Figure 1. Selected gate families (run 1).
Scale: 3 px per µm.
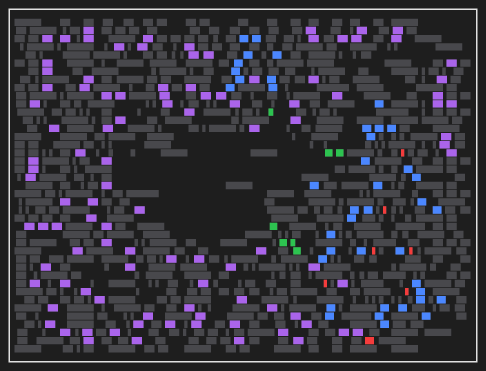
Figure 2. Metal 2 (run 1).
Scale: 2 px per µm. Cells faint in the background.
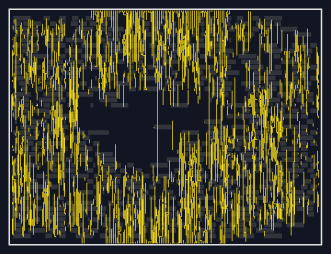
Figure 3. Routing congestion map (run 1).
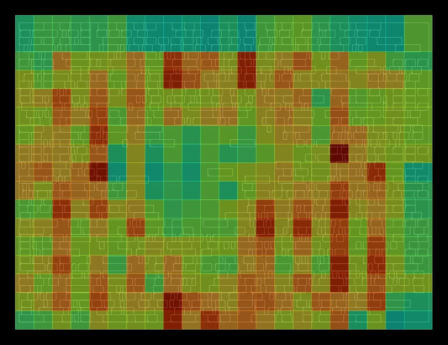
==> config.mk <==
export PLATFORM = sky130hd
export DESIGN_NAME = ex_mem_stage_flat
export DESIGN_NICKNAME = d
export VERILOG_FILES = /design/src/rtl/ex_mem_if.sv /design/src/rtl/ex_mem_stage.sv /design/src/flat_wrapper.sv
export SDC_FILE = /design/constraint.sdc
export NUM_CORES = 1
export LEC_CHECK = 0
export CAP_MARGIN = 25
export CELL_PAD_IN_SITES_DETAIL_PLACEMENT = 1
export CELL_PAD_IN_SITES_GLOBAL_PLACEMENT = 1
export CORE_ASPECT_RATIO = 0.75
export CORE_MARGIN = 1
export CORE_UTILIZATION = 34
export DETAILED_ROUTE_END_ITERATION = 6
export GPL_TIMING_DRIVEN = 0
export PLACE_DENSITY = 0.88
export SETUP_SLACK_MARGIN = 0.15
export SLEW_MARGIN = 5
export SYNTH_ARGS = -nofsm -noshare
export SYNTH_HDL_FRONTEND = slang
export SYNTH_SLANG_ARGS = --single-unit
==> constraint.sdc <==
create_clock -name clk -period 13.3 [get_ports clk]
set_input_delay 3.325 -clock clk [delete_from_list [all_inputs] [get_ports clk]]
set_output_delay 3.325 -clock clk [all_outputs]
set_load 0.01 [all_outputs]
==> metrics.yaml, run 1 <==
status: "finished, final reports clean"
place_congestion: 0.792
placed_cells: 1005
seqCellArea_um2: 3500
vdd_ir_drop_max_uv: 83.2
period_needed_ns: 8.23
grt.total_usage: 0.227
crit_required_ns: 9.97
port_buffers: 262
rsz0062_at_grt: "false"
syn_inst: 506
grt_pass1_wl_mm: 30.6
cap_violations: 0
drt-initial-drc-count: 165
ys_types: 32
timing.critical_path.mode_cell: "clkdlybuf4s50_1"
drv_slew: 0
holdBufCountCts: 0
floorplan.core_util: 0.352
ff2ff_path_depth: 6
max_freq_ghz: 0.122
grt_max_degree: 73
path_buffers: 2
power_leakage_uw: 0.00437
yosysTopAreaCell: "dfrtp_1"
seq_area_frac_synth: 0.584
cts_made_buffers: 17
avgSynthCellArea_um2: 11.8
stdcell_area_um2: 9550
cp.depth: 5
io_pins: 263
criticalPathCategory: "in -> out"
relSlewSlack: 0.513
drtAntennaViolNets: 0
path_max_fanout: 1
critPathLaunchType: "input port"
reg2reg_slack_ns: 11.41
yosysWarnings: 0
tightestPinTransition_ns: 0.730
synth.most_common_cell: "dfrtp_1"
setup_viol: 0
syn-cell-area_um2: 5990
hold_path.class: "reg -> reg"
ys_area_um2: 5990
die_x_um: 155
crit_path_top_delay_cell: "clkdlybuf4s50_1"
mostFrequentLayoutCells: "clkdlybuf4s50_1, dfrtp_1, nor2_1"
core_area_um2: 17000
tns_ns: 0
area_delta_synth_final_pct: 59.4
hold_depth: 1
About Figure 1:
- purple: mux cells (cells 103; where widely spread)
- green: aoi and oai cells (cells 7)
- red: inv cells (cells 7)
- blue: xor and xnor cells (cells 41)
Comb area share: 0.245
Non-Filler Instances: 1037
most used logic cell in the final layout: clkdlybuf4s50_1

About Figure 2:
- share of all routed wire: 50%
- main direction: vertical
- nets with wire on the layer: 851
- wire length on this layer: 10000 µm
Total Wirelength: 19.9 mm
met2 usage: 0.391

About Figure 3:
Finished Core Util: 0.561
met1 Usage GRT: 0.269
most used routing layer: met2

==> run 1: area by class of cell <==
class                   instances  share of cell area
plain buffers                  27              0.0128
well taps                     236              0.0309
multi-input cells             332               0.245
inverters                       7             0.00327
clock inverters                13              0.0174
clock buffers                  19              0.0464
repair buffers                263               0.277
flip-flops and latches        140               0.367
==> run 1: power by group <==
| group | switching, µW | internal, µW | leakage, µW | total (µW) |
|---|---|---|---|---|
| sequential | 25.6 | 451 | 0.00185 | 476 |
| combinational | 76.8 | 102 | 0.00222 | 179 |
| clock | 199 | 301 | 0.000290 | 500 |
| total | 301 | 854 | 0.00437 | 1160 |
==> run 1: through the flow <==
step	hold WS [ns]	setup slack, ns	util
3_3_place_gp	0.463	4.44	0.523
6_report	0.483	5.07	0.561
2_1_floorplan	0.482	6.01	-
4_1_cts	0.483	5.06	0.561
5_1_grt	0.504	5.02	0.561
3_5_place_dp	0.471	5.06	0.525
==> run 1: kinds of logic (layout without fill, tap and decap cells) <==
group                      after synthesis  after routing  share of synthesized area
xor gates and xnor gates                41             41                     0.0599
DFF                                    140            140                      0.584
and+or+nand+nor                        180            180                      0.149
buffers and inverters                   34            329                     0.0248
AOI/OAI and AO/OA                        7              7                    0.00793
muxes                                  103            103                      0.172
adders and majority gates                1              1                    0.00209
==> run 1: per-layer routing <==
metal  global-route usage  up-vias  wire [µm]
met1                0.269     2501       8260
li1                     -     2256          -
met2                0.391      163      10000
met5                    0        -          0
met4               0.0863        0        339
met3               0.0707       23       1320
==> run 1: worst register-to-register path, stage by stage, from the launching register on <==
cell	delay, ns
dfrtp_1	0.47
ha_1	0.27
nand2_1	0.09
or3_1	0.36
buf_2	0.20
nor4_4	0.25
xor2_1	0.18
--- run 2 (diff from run 1) ---
CORE_UTILIZATION = 29   (was 34)
PLACE_DENSITY = 0.8   (was 0.88)
clock period = 7.4 ns   (was 13.3 ns; I/O delays follow)
Figure 4. Routing congestion map (run 2).
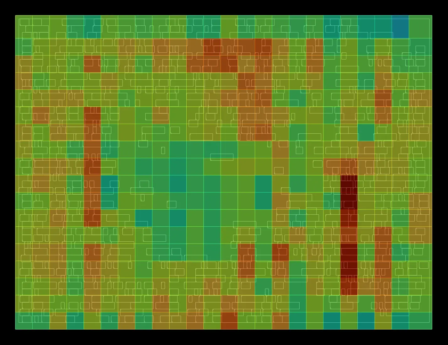
Finished Core Util: 0.471
total global-route track usage: 0.187
met3 Use GR: 0.0758
met1 Usage GRT: 0.230
met2 usage: 0.305

==> run 2 against run 1 <==
Combinational power is 76% higher. Die area grew 17%. Clock-buffer cell count down 2. Critical path depth stayed put. Worst hold slack got worse by 0.013 ns. Sequential power grew 79%. Synthesized cell count is the same. Non-clock buffer count stayed put. Cell count rose by 2.1%. Sequential share of layout area about the same. Largest power group is now sequential cells. Setup slack got worse by 2.9 ns.
==> metrics.yaml, run 2 <==
tns_ns: 0  # unchanged
numSynthFlops: 140
syn_inst: 506  # unchanged
max_freq_ghz: 0.190
criticalPathCategory: "in -> out"
hpwl_mm: 14.1
edf_count: 0
postCtsSetupBuffers: 0
grt_max_degree: 81  # +11%
io_pins: 263  # unchanged
cts_made_buffers: 17  # unchanged
cts-root-buf: "clkbuf_16"
diodes: 0
whs_ns: 0.470  # -0.0130 ns
dr.pass1.iters: 4
dieArea_um2: 21300
hold_path.class: "reg -> reg"
area_delta_synth_final_pct: 59.3  # about the same
die_x_um: 168  # +8.2%
crit_required_ns: 5.55  # -4.42 ns
relSlewSlack: 0.569  # +0.0561
overflow: 0
cp.arrival_ns: 3.40
cap_violations: 0  # unchanged
yosys_most_used_dff: "dfrtp_1"
cp.depth: 5  # unchanged
place_congestion: 0.752  # -5.1%
drv_slew: 0  # unchanged
yosysTopAreaCell: "dfrtp_1"
period_needed_ns: 5.25
via_per_inst: 4.56
top_layer_used: "met4"
power_leakage_uw: 0.00436  # -0.20%
place_ws_ns: 2.13  # -2.93 ns
synth.most_common_cell: "dfrtp_1"
seq_area_frac_synth: 0.584  # unchanged
core_area_um2: 20300  # +19%
ys_top_cells_by_count: "dfrtp_1, nor2_1, mux2i_1"
crit_path_top_delay_cell: "clkdlybuf4s50_1"
ys_types: 32  # unchanged
stdcell_area_um2: 9550  # about the same
drt-initial-drc-count: 237  # +44%
clk-insertion-delay-late_ns: 0.42
hold_depth: 1  # unchanged
path_max_fanout: 1  # unchanged
drtAntennaViolNets: 0  # unchanged
nets: 911
rsz0062_at_grt: "false"
floorplan.core_util: 0.296  # -0.0562
clkTransAtPathRegs_ns: 0.06
dr_wl_met3_mm: 1.75  # +33%
finalPower_uw: 2020
antenna_found_initial: 0
ys_cells: 506
yosysWarnings: 0  # unchanged
drive_gt1_frac: 0.0712
final_hold_viol_count: 0
syn-cell-area_um2: 5990  # unchanged
ys_area_um2: 5990  # unchanged
path_buffers: 2  # unchanged
tool_warnings: 26
fin_crit_sh: 0.710
cpPeakStageDelay_ns: 0.58
vdd_ir_drop_max_uv: 87.6  # +5.3%
reg2reg_slack_ns: 5.49  # -5.92 ns
setup_slack_ns: 2.15  # -2.92 ns
mostFrequentLayoutCells: "clkdlybuf4s50_1, dfrtp_1, nor2_1"
route.vias.total: 4832
crit_path_cell_trace: "clkdlybuf4s50_1 -> xnor2_1 -> nand3_1 -> nor4_1 -> clkdlybuf4s50_1"
drt-met1-wl_mm: 8.03  # -2.9%
cts_resized: 0
status: "finished, final reports clean"
avgSynthCellArea_um2: 11.8  # unchanged
grt_pass1_wl_mm: 30.3  # -1.1%
tightestPinTransition_ns: 0.646  # -0.0842 ns
setup_viol: 0  # unchanged
met2_length_mm: 8.92  # -11%
final_layout_top_logic_cell: "clkdlybuf4s50_1"
syn-num-nets: 629
ys_async_sr_fraction: 1.00
top_area_frac: 0.584
finClkSkew_ns: 0.0117
port_buffers: 262  # unchanged
timing.critical_path.mode_cell: "clkdlybuf4s50_1"
ff2ff_path_depth: 5  # -1
wirelength_mm: 18.8  # -5.5%
postPlaceCellArea_um2: 8970
p_per_area_nw_per_um2: 211
holdBufCountCts: 0  # unchanged
critPathLaunchType: "input port"
-- run 2: cell families (layout without fill, tap and decap cells) --
group,after synthesis,after routing,share of synthesized area
multiplexers,103,103,0.172
flip-flops,140,140,0.584
adder cells (fa/ha/maj),1,1,0.00209
XOR/XNOR,41,41,0.0599
buffers and inverters,34,329,0.0248
AND-OR/OR-AND,7,7,0.00793
AND/OR/NAND/NOR,180,180,0.149
-- run 2: where the power goes --
part,switching (µW),internal (µW)
Sequential,41.2,810
Combinational,133,182
Clock,373,476
-- run 2: final cells by class --
cell class,count,area [µm²]
Multi-Input combinational cell,332,2340
Clock buffer,17,425
Buffer,27,123
Fill cell,2165,10700
Timing Repair Buffer,263,2650
Clock inverter,15,154
Tap cell,258,323
Sequential cell,140,3500
Inverter,7,31.3
-- run 2: through the flow --
step           utilization  cells
6_report             0.471   1059
3_3_place_gp         0.441   1026
3_5_place_dp         0.443   1027
4_1_cts              0.471   1059
2_1_floorplan            -    506
5_1_grt              0.471   1059
-- run 2: per-layer routing --
layer | vias to the layer above | GRT usage
li1 | 2266 | -
met1 | 2364 | 0.230
met2 | 190 | 0.305
met3 | 12 | 0.0758
met4 | 0 | 0.0437
met5 | - | 0
Power figures rest on the tool's default switching activity, not on a simulated workload.
